<file path="config.mk">
export PLATFORM = sky130hd
export DESIGN_NAME = mem_access_unit
export DESIGN_NICKNAME = d
export VERILOG_FILES = /design/src/rtl/mem_access_unit.sv
export SDC_FILE = /design/constraint.sdc
export NUM_CORES = 1
export LEC_CHECK = 0
export CAP_MARGIN = 30
export CELL_PAD_IN_SITES_DETAIL_PLACEMENT = 1
export CELL_PAD_IN_SITES_GLOBAL_PLACEMENT = 2
export CORE_UTILIZATION = 29
export DETAILED_ROUTE_END_ITERATION = 8
export HOLD_SLACK_MARGIN = 0.08
export PLACE_DENSITY = 0.92
export SYNTH_ARGS = -nofsm -noshare
export SYNTH_HDL_FRONTEND = slang
export SYNTH_SLANG_ARGS = --single-unit
</file>
<file path="constraint.sdc">
create_clock -name clk -period 4.56 [get_ports clk]
set_clock_uncertainty 0.05 [all_clocks]
set_input_delay 0.912 -clock clk [delete_from_list [all_inputs] [get_ports clk]]
set_output_delay 0.912 -clock clk [all_outputs]
set_load 0.01 [all_outputs]
</file>
<file path="src/rtl/mem_access_unit.sv">
// Load/store front end for a 1024x32 word RAM; sub-word stores are read-modify-write.
// Optional misalignment/reserved-size checking under MAU_MISALIGN_CHECK_EN.
module mem_access_unit #(
    parameter int RAM_AW = 10
) (
    input  logic              clk,
    input  logic              rst,
    input  logic              req_valid,
    output logic              req_ready,
    input  logic              req_we,
    input  logic [1:0]        req_size,
    input  logic              req_signed,
    input  logic [31:0]       req_addr,
    input  logic [31:0]       req_wdata,
    output logic              resp_valid,
    output logic [31:0]       resp_rdata,
    output logic              resp_err,
    output logic [RAM_AW-1:0] ram_addr,
    output logic [31:0]       ram_din,
    output logic              ram_we,
    input  logic [31:0]       ram_dout
);

    typedef enum logic [2:0] {IDLE, LOAD, READ, WRITE, DONE} state_t;

    state_t             state, state_n;
    logic [RAM_AW+1:0]  addr_q;
    logic [1:0]         size_q;
    logic               signed_q;
    logic               we_q;
    logic [31:0]        wdata_q;
    logic               err_q;
    logic [31:0]        rdata_q;
    logic [31:0]        merge_q;

    logic               req_err;
    logic [1:0]         eff_size;
    logic [1:0]         off;
    logic [31:0]        shifted;
    logic [31:0]        loaded;
    logic [31:0]        merged;

`ifdef MAU_MISALIGN_CHECK_EN
    assign req_err = (req_size == 2'b11)
                   | ((req_size == 2'b01) & req_addr[0])
                   | ((req_size == 2'b10) & (|req_addr[1:0]));
    assign eff_size = size_q;
    assign off      = addr_q[1:0];
    assign resp_err = err_q;
`else
    // Reserved size behaves as word; low offset bits are masked to alignment.
    assign req_err  = 1'b0;
    assign eff_size = (size_q == 2'b11) ? 2'b10 : size_q;
    always_comb begin
        off = 2'b00;
        case (eff_size)
            2'b00:   off = addr_q[1:0];
            2'b01:   off = {addr_q[1], 1'b0};
            default: off = 2'b00;
        endcase
    end
    assign resp_err = 1'b0;
`endif

    assign shifted = ram_dout >> {off, 3'b000};

    always_comb begin
        loaded = ram_dout;
        case (eff_size)
            2'b00:   loaded = {{24{signed_q & shifted[7]}}, shifted[7:0]};
            2'b01:   loaded = {{16{signed_q & shifted[15]}}, shifted[15:0]};
            default: loaded = ram_dout;
        endcase
    end

    always_comb begin
        merged = merge_q;
        case (eff_size)
            2'b00: begin
                case (off)
                    2'd0:    merged[7:0]   = wdata_q[7:0];
                    2'd1:    merged[15:8]  = wdata_q[7:0];
                    2'd2:    merged[23:16] = wdata_q[7:0];
                    default: merged[31:24] = wdata_q[7:0];
                endcase
            end
            2'b01: begin
                if (off[1]) merged[31:16] = wdata_q[15:0];
                else        merged[15:0]  = wdata_q[15:0];
            end
            default: merged = wdata_q;
        endcase
    end

    always_comb begin
        state_n = state;
        case (state)
            IDLE: begin
                if (req_valid) begin
                    if (req_err)          state_n = DONE;
                    else if (!req_we)     state_n = LOAD;
                    else if (req_size[1]) state_n = WRITE;
                    else                  state_n = READ;
                end
            end
            LOAD:    state_n = DONE;
            READ:    state_n = WRITE;
            WRITE:   state_n = DONE;
            DONE:    state_n = IDLE;
            default: state_n = IDLE;
        endcase
    end

    always_ff @(posedge clk or posedge rst) begin
        if (rst) begin
            state    <= IDLE;
            addr_q   <= '0;
            size_q   <= '0;
            signed_q <= 1'b0;
            we_q     <= 1'b0;
            wdata_q  <= '0;
            err_q    <= 1'b0;
            rdata_q  <= '0;
            merge_q  <= '0;
        end else begin
            state <= state_n;
            if (state == IDLE && req_valid) begin
                addr_q   <= req_addr[RAM_AW+1:0];
                size_q   <= req_size;
                signed_q <= req_signed;
                we_q     <= req_we;
                wdata_q  <= req_wdata;
                err_q    <= req_err;
            end
            if (state == LOAD) rdata_q <= loaded;
            if (state == READ) merge_q <= ram_dout;
        end
    end

    assign req_ready  = (state == IDLE);
    assign resp_valid = (state == DONE);
    // Stores and errors never expose a stale load value.
    assign resp_rdata = (we_q | err_q) ? 32'd0 : rdata_q;
    assign ram_addr   = addr_q[RAM_AW+1:2];
    assign ram_we     = (state == WRITE);
    assign ram_din    = (state == WRITE) ? merged : 32'd0;

endmodule

</file>
**M1 wires**

Scale bar: 50 um. Supply wires on this layer in gray.
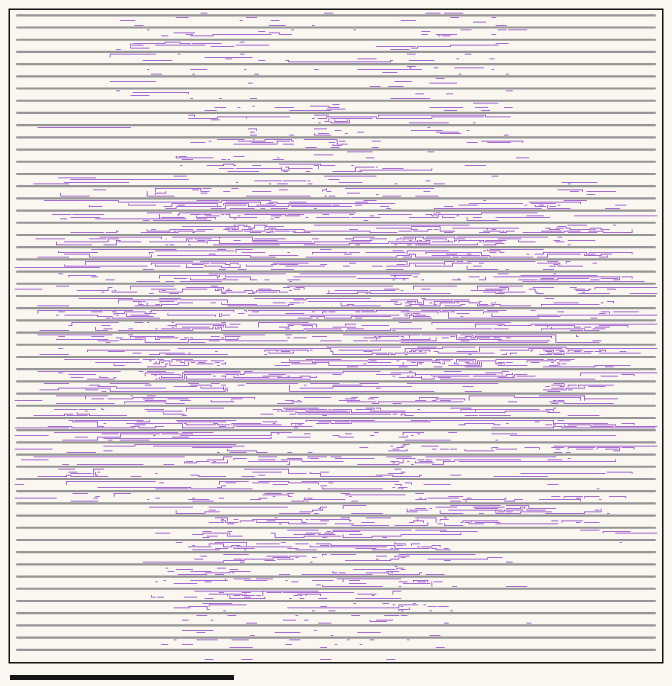
longest straight run: 46.0 um
share of all routed wire: 46%
nets with wire on the layer: 673
wire length on this layer: 8810 um
main direction: horizontal

**Met2 routing**

Cells faint in the background.
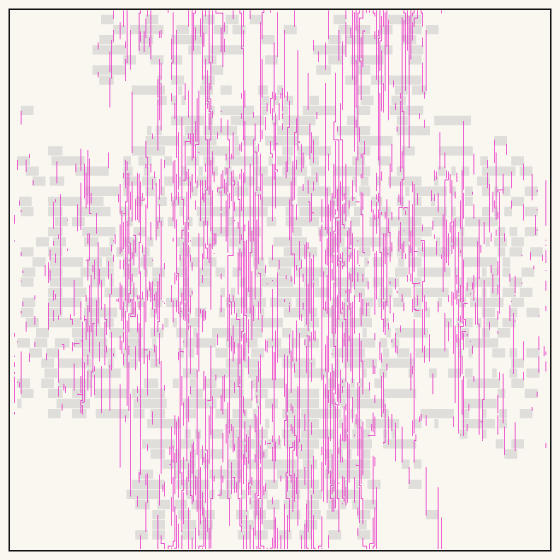
main direction: vertical
nets with wire on the layer: 677
longest straight run: 72.4 um
wire length on this layer: 8930 um
share of all routed wire: 46%

**The metal 3 layer**

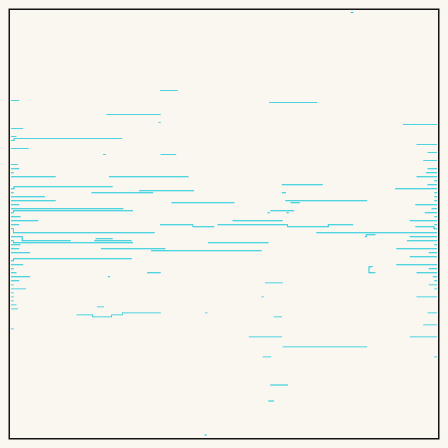
longest straight run: 47.8 um
wire length on this layer: 1120 um
nets with wire on the layer: 101
main direction: horizontal
DR vias: 4906
DRT Wirelength: 19.4 mm
GR met3 Demand/Resource: 4.80%

## logic make-up after synthesis
group	Yosys count	synth area share [%]
and+or+nand+nor	140	11.6
AOI/OAI and AO/OA	126	14.8
DFF	115	48.3
muxes	107	19.7
buffers and inverters	59	5.44
other	1	0.0629
## layer usage
metal | vias up | share of wire [%]
li1 | 2260 | -
met1 | 2478 | 46
met2 | 141 | 46
met3 | 27 | 5.8
met4 | 0 | 2.5
met5 | - | 0
## worst register-to-register path, cell delays in order, from the launching register on
cell	delay [ps]
dfrtp_1	450
and2b_2	280
nand2b_1	370
a31oi_2	860
a31oi_1	190
## cell usage after synthesis (all sizes together)
cell type    n
nor3b        2
buf         37
and2b        2
nand2       42
a211oi       1
a22oi        8
nand3       10
or4          1
mux2        84
nor2        38
o21ai       25
mux2i       23
o211ai       1
o22ai       18
o221ai      12
a21oi       15
a211o        1
nand2b       4
and3         1
inv          7
and2         2
and3b        1
conb         1
clkbuf      15
a221oi      11
a31oi       25
nor3         3
o2111ai      1
dfrtp      115
nor2b       34
a22o         8
## report_power, final
group	total, mW	switching [mW]	internal, mW
Clock	1.33	0.518	0.808
Sequential	2.03	0.476	1.56
Combinational	2.92	1.40	1.53
## final cells by class
cell class                 count  area [um2]  share of cell area, %
inverter                       7        28.8                  0.345
sequential                   115        2880                   34.5
multi-input combinational    374        2770                   33.2
clock buffer                  17         425                   5.10
timing repair buffer         174        1740                   20.9
clock inverter                15         159                   1.91
tap                          270         338                   4.05
## state kept, by name, summed over array words and instances (netlist names)
name      cells
we_q          1
merge_q      32
size_q        2
signed_q      1
rdata_q      32
addr_q       12
wdata_q      32
state         3
## per-stage QoR
| stage | util (%) | setup WS (ps) |
|---|---|---|
| 2_1_floorplan | - | 554 |
| 3_3_place_gp | 38.2 | 1180 |
| 3_5_place_dp | 38.4 | 1110 |
| 4_1_cts | 41.3 | 650 |
| 5_1_grt | 41.3 | 565 |
| 6_report | 41.3 | 679 |
## final timing paths
| kind | to | cells after the start |
|---|---|---|
| max | ram_din[14] | 5 |
| min | rdata_q[6] | 2 |
| max reg2reg | rdata_q[26] | 4 |
| min reg2reg | rdata_q[6] | 2 |
| max in group asynchronous | size_q[0] | 3 |
| min in group asynchronous | rdata_q[19] | 2 |
==> impl_metrics.json <==
{
  "outcome": "finished clean",
  "max-clock-path-buffers": 2,
  "yosysWarnings": 0,
  "grt_first_pass_wirelength_mm": 30.8,
  "cp_cell_sequence": "nor2_2 > nand3_2 > mux2i_1 > a221oi_1 > clkdlybuf4s50_1",
  "met2_usage_pct": 29.4,
  "hold_path_startpoint": "rdata_q[6]",
  "grtUsageMet1_pct": 25.7,
  "yosys_register_bits": 115,
  "floorplan.rows": 52,
  "crit-reg2reg-launch": "state[2]",
  "post_cts_hold_buffer_count": 0,
  "cellLeakagePower_nw": 3.31,
  "post_cts_resize_count": 0,
  "clk_root_buffer_cell": "clkbuf_16",
  "dpl_cell_area_um2": 7750,
  "drt-wirelength-per-cell_um": 19.9,
  "period_used_pct": 85.1,
  "stage_log_warnings": 46,
  "worstSkewPairLatency_ps": 420,
  "core_util_floorplan_pct": 29.5,
  "worst_margin_slew_ps": 907,
  "final_common_cell": "clkdlybuf4s50_1",
  "relSlewSlack_pct": 39.5,
  "setup_repair_after_global_routing_missed_its_margin": "no",
  "fin_nets": 792,
  "antenna_cells": 0,
  "top_area_share_pct": 48.3,
  "criticalPathCategory": "reg -> out",
  "slew_viol_final": 0,
  "maximum_number_of_pins_on_one_net_before_global_route_repair": 71,
  "die_height_um": 145,
  "worst_setup_path_start_kind": "flip-flop",
  "drive_above_1_share_pct": 20.1,
  "fin_area_um2": 8340,
  "worstPathRequired_ps": 3600,
  "tritoncts.num_buffers": 17,
  "post-layout-total-power_mw": 6.28,
  "fin_crit_ps": 3880,
  "fp.dieW_um": 145,
  "cts.htree.levels": 4,
  "grt_busiest_layer": "met2",
  "netlist_instances": 548,
  "detail_route.drc_violations": 0,
  "power.ir.vdd_worst_uv": 326,
  "avgSynthCellArea_um2": 10.9,
  "cp_slowest_cell": "clkdlybuf4s50_1",
  "power_density_nw_per_um2": 753,
  "fin_setup_tns_ps": 0,
  "final_cell_mix": "159 x clkdlybuf4s50_1, 115 x dfrtp_1, 80 x mux2_2, 42 x nand2_1, 37 x nor2_1",
  "clock-sinks": 115,
  "report.final.setup_viol": 0,
  "yosys_cells": 548,
  "via_count_of_the_first_global_routing_pass": 5247,
  "antenna_violation_net_count_after_detailed_routing": 0,
  "worstPathBufferInverterCount": 1,
  "timing.critical_path.max_delay_family": "simple AND/OR/NAND/NOR gates",
  "core_um2": 20200,
  "die_area_um2": 21100,
  "cts_clock_pin_slew_for_the_worst_setup_and_hold_paths_ps": 60,
  "syn_area_um2": 5960,
  "yosysTopAreaCell": "dfrtp_1"
}
